**Where the registers sit**

The bar under the picture is 20 um long. Other sequential cells in the stronger grey, the rest of the logic in the fainter grey.
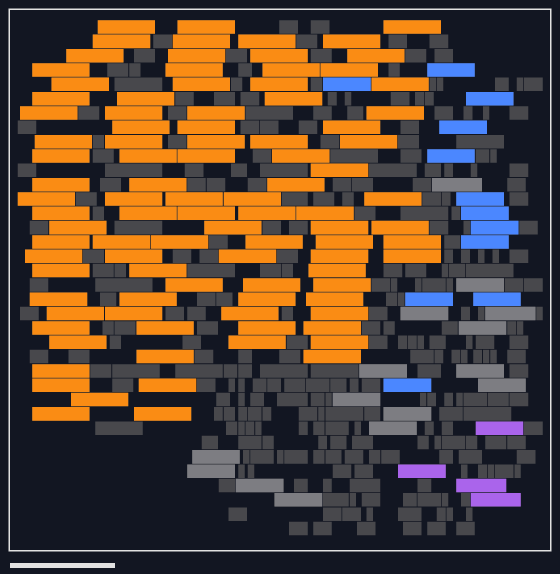
**Clock nets**

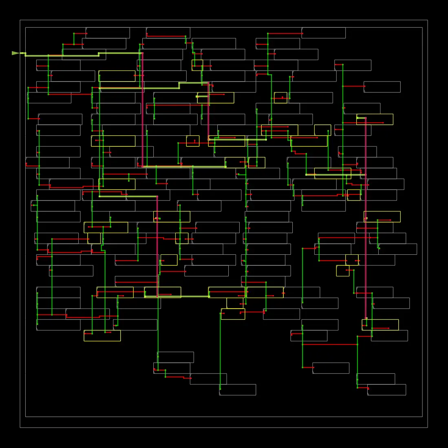
**A small window of the routed layout**

Window x 6 to 46, y 57 to 97 um. Cells in grey, sequential cells in the stronger grey; small squares are vias.
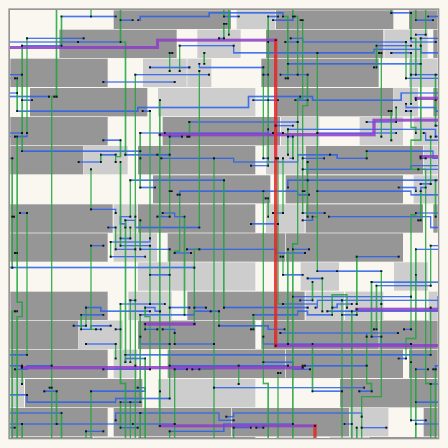
**Wires at chosen ports, followed through buffers**

The bar under the picture is 20 um long.
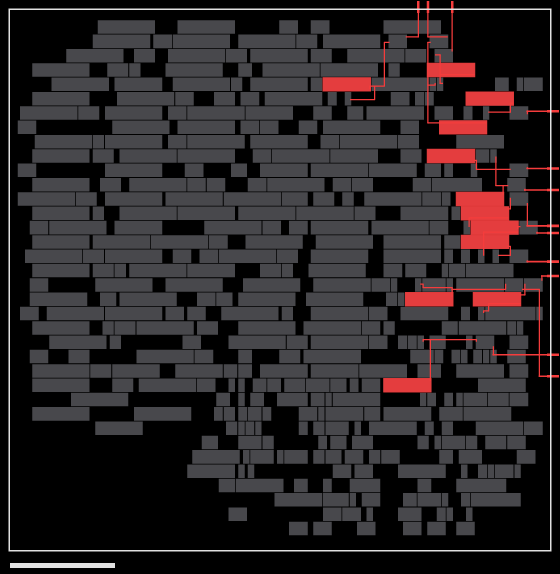
==> config.mk <==
export PLATFORM = sky130hd
export DESIGN_NAME = vc_fifo
export DESIGN_NICKNAME = d
export VERILOG_FILES = /design/src/rtl/vc_fifo.sv
export SDC_FILE = /design/constraint.sdc
export NUM_CORES = 1
export LEC_CHECK = 0
export CELL_PAD_IN_SITES_DETAIL_PLACEMENT = 0
export CELL_PAD_IN_SITES_GLOBAL_PLACEMENT = 1
export CORE_UTILIZATION = 52
export DETAILED_ROUTE_END_ITERATION = 8
export HOLD_SLACK_MARGIN = 0.05
export PLACE_DENSITY = 0.88
export SYNTH_ARGS = -nofsm -noshare
export SYNTH_HDL_FRONTEND = slang
export SYNTH_SLANG_ARGS = --single-unit
==> constraint.sdc <==
create_clock -name clk -period 6.5 [get_ports clk]
set_input_delay 1.3 -clock clk [delete_from_list [all_inputs] [get_ports clk]]
set_output_delay 1.3 -clock clk [all_outputs]
set_load 0.01 [all_outputs]
==> results.json <==
{
  "cts-resized-gates": 0,
  "syn_avg_cell_area_um2": 15.6,
  "crit_buf_inv": 2,
  "edf_count": 96,
  "gp_congestion": 0.743,
  "slew_headroom_pct": 28.0,
  "cts_max_path_buffers": 2,
  "first_iter_violations": 177,
  "tightest_slew_ps": 1080,
  "final_cell_count_no_fill": 542,
  "grt.overflow.total": 0,
  "preCtsSetupSlack_ps": 1900,
  "fin_crit_sh_pct": 62.6,
  "p_per_area_nw_per_um2": 469,
  "grt_max_degree": 51,
  "clock_skew_ps": 7.28,
  "core_area_um2": 9770,
  "maxCapViolations": 0,
  "layout-drive-gt1-share_pct": 19.6,
  "largest_reg_flops": 96,
  "end_kind": "register",
  "synthArstFlopShare_pct": 24.4,
  "largest_area_cell": "edfxtp_1",
  "fp.dieH_um": 103,
  "fmax_ghz": 0.246,
  "max_stage_delay_ps": 580,
  "warnings": 26,
  "cts_setup_buffers": 0,
  "fp_util_pct": 53.8,
  "grt_pass1_wl_mm": 14.7,
  "wl_per_cell_um": 17.3,
  "synthCells": 337,
  "path_common_cell": "ha_1",
  "min_path_cells": 1,
  "critPathTopFamily": "AND-OR/OR-AND gates",
  "fin_crit_ps": 4070,
  "syn_to_final_growth_pct": 22.9,
  "netlist_area_um2": 5250,
  "rsz0062_at_grt": "no",
  "p_leak_nw": 2.42,
  "area_leaders": "edfxtp_1, dfrtp_1, mux2_2",
  "dpl.hpwl_mm": 5.77,
  "diodes": 0,
  "slew_viol_final": 0,
  "crit_cells": 9,
  "r2r_slack_ps": 2720,
  "drt-total-wl_mm": 9.39,
  "synthDistinctLibCells": 35,
  "yosys.area.top_type_share_pct": 54.9,
  "cp_max_fo": 28,
  "ys_area_um2": 5250,
  "htreeDepth": 4,
  "crit_slowest_cell": "clkdlybuf4s50_1",
  "groute.usage.overall_pct": 19.9,
  "postSynthSeqShare_pct": 69.7,
  "layout_top_cells": "edfxtp_1, clkdlybuf4s50_1, mux2_2",
  "common_cells": "edfxtp_1, dfrtp_1, mux2_2, nand2_1, mux2i_1",
  "ir_drop_v": 0.000279,
  "crit_arrival_ps": 4470,
  "viasPerCell": 5.40,
  "place_inst": 510,
  "fin_ws_ps": 2430,
  "hold_viol": 0,
  "status": "completed",
  "worstPathRequired_ps": 6900,
  "grt_pass1_vias": 2809,
  "cts_sinks": 127,
  "rr_worst_depth": 9,
  "syn-num-nets": 376,
  "drc": 0,
  "final_layout_top_logic_cell": "edfxtp_1",
  "root_buffer": "clkbuf_8",
  "ant_nets": 0,
  "top_cell": "edfxtp_1",
  "critical_path_class": "primary input to register",
  "hold_path_class": "register to register"
}
## Picture notes: 'where the registers sit'
| colour | netlist name | flops |
|---|---|---|
| purple | `r_af_thr` | 4 |
| blue | `data_out` | 12 |
| orange | `r_mem` | 96 |
Finished Core Util: 66.0%
sequential cell area: 3660 um^2
Seq area share: 56.8%
Seq. pwr: 1.15 mW

## Picture notes: 'clock nets'
CTS buffer count: 17
flop count: 127
Clock net power: 952 uW
worst skew pair latency: 520 ps

## Picture notes: 'a small window of the routed layout'
| colour | layer |
|---|---|
| purple | M3 |
| green | M2 |
| blue | M1 |
| red | M4 |
sequential cells in the window: 34
cells with their middle in the window: 61
most frequent: edfxtp_1 (34), mux2_2 (8), mux2i_1 (6)

## Picture notes: 'wires at chosen ports, followed through buffers'
| colour | port | bits | direction | end cells | wire |
|---|---|---|---|---|---|
| red | `data_out` | 12 | output | 12 | 249 um |
count of boundary I/O pins: 46
Port-buffer cells: 45

worst register-to-register path, cell delays in order (launching register included):
cell and delay [ps]:
dfrtp_1 510, nor4_1 470, nand2b_1 770, ha_1 330, inv_1 120, ha_1 290
a21o_2 230, a2111oi_0 500, a31oi_1 90, a221o_1 330
power breakdown:
part | internal [mW] | total, mW | switching, mW
combinational | 0.455 | 0.923 | 0.468
clock | 0.567 | 0.952 | 0.385
sequential | 1.05 | 1.15 | 0.104
cell families (layout without fill, tap and decap cells):
family,count (synthesis),count (layout),synth area share [%]
adder cells (fa/ha/maj),14,14,3.48
AND-OR/OR-AND,58,58,7.67
AND/OR/NAND/NOR,51,51,4.50
multiplexers,53,53,10.8
flip-flops,127,127,69.7
XOR/XNOR,6,6,1.00
buffers and inverters,28,100,2.88
per-layer routing:
layer	up-vias	track usage, %	wire (um)	part of all wire (%)
met4	0	8.35	172	1.8
met2	67	30.1	4390	47
met1	1438	27.2	4370	47
met5	-	0	0	0
met3	16	5.90	461	4.9
li1	1407	-	-	-
cell type report:
type                    count  area [um^2]
clock buffers              17          414
clock inverters            15          190
fillers                   693         3320
inverters                  13         48.8
multi-input cells         182         1450
flip-flops and latches    127         3660
well taps                 133          166
repair buffers             55          526
through the flow:
step                util [%]  cell area [um^2]  hold WS (ps)  power, mW
finish                  66.0              6450           458       3.03
global route            66.0              6450           474       3.19
CTS                     66.0              6450           462       3.06
detailed placement      59.9              5850           448       2.10
global placement        59.9              5850           440       2.07
floorplan                  -              5250           463       1.77
Power is estimated from default activity; no workload was simulated.
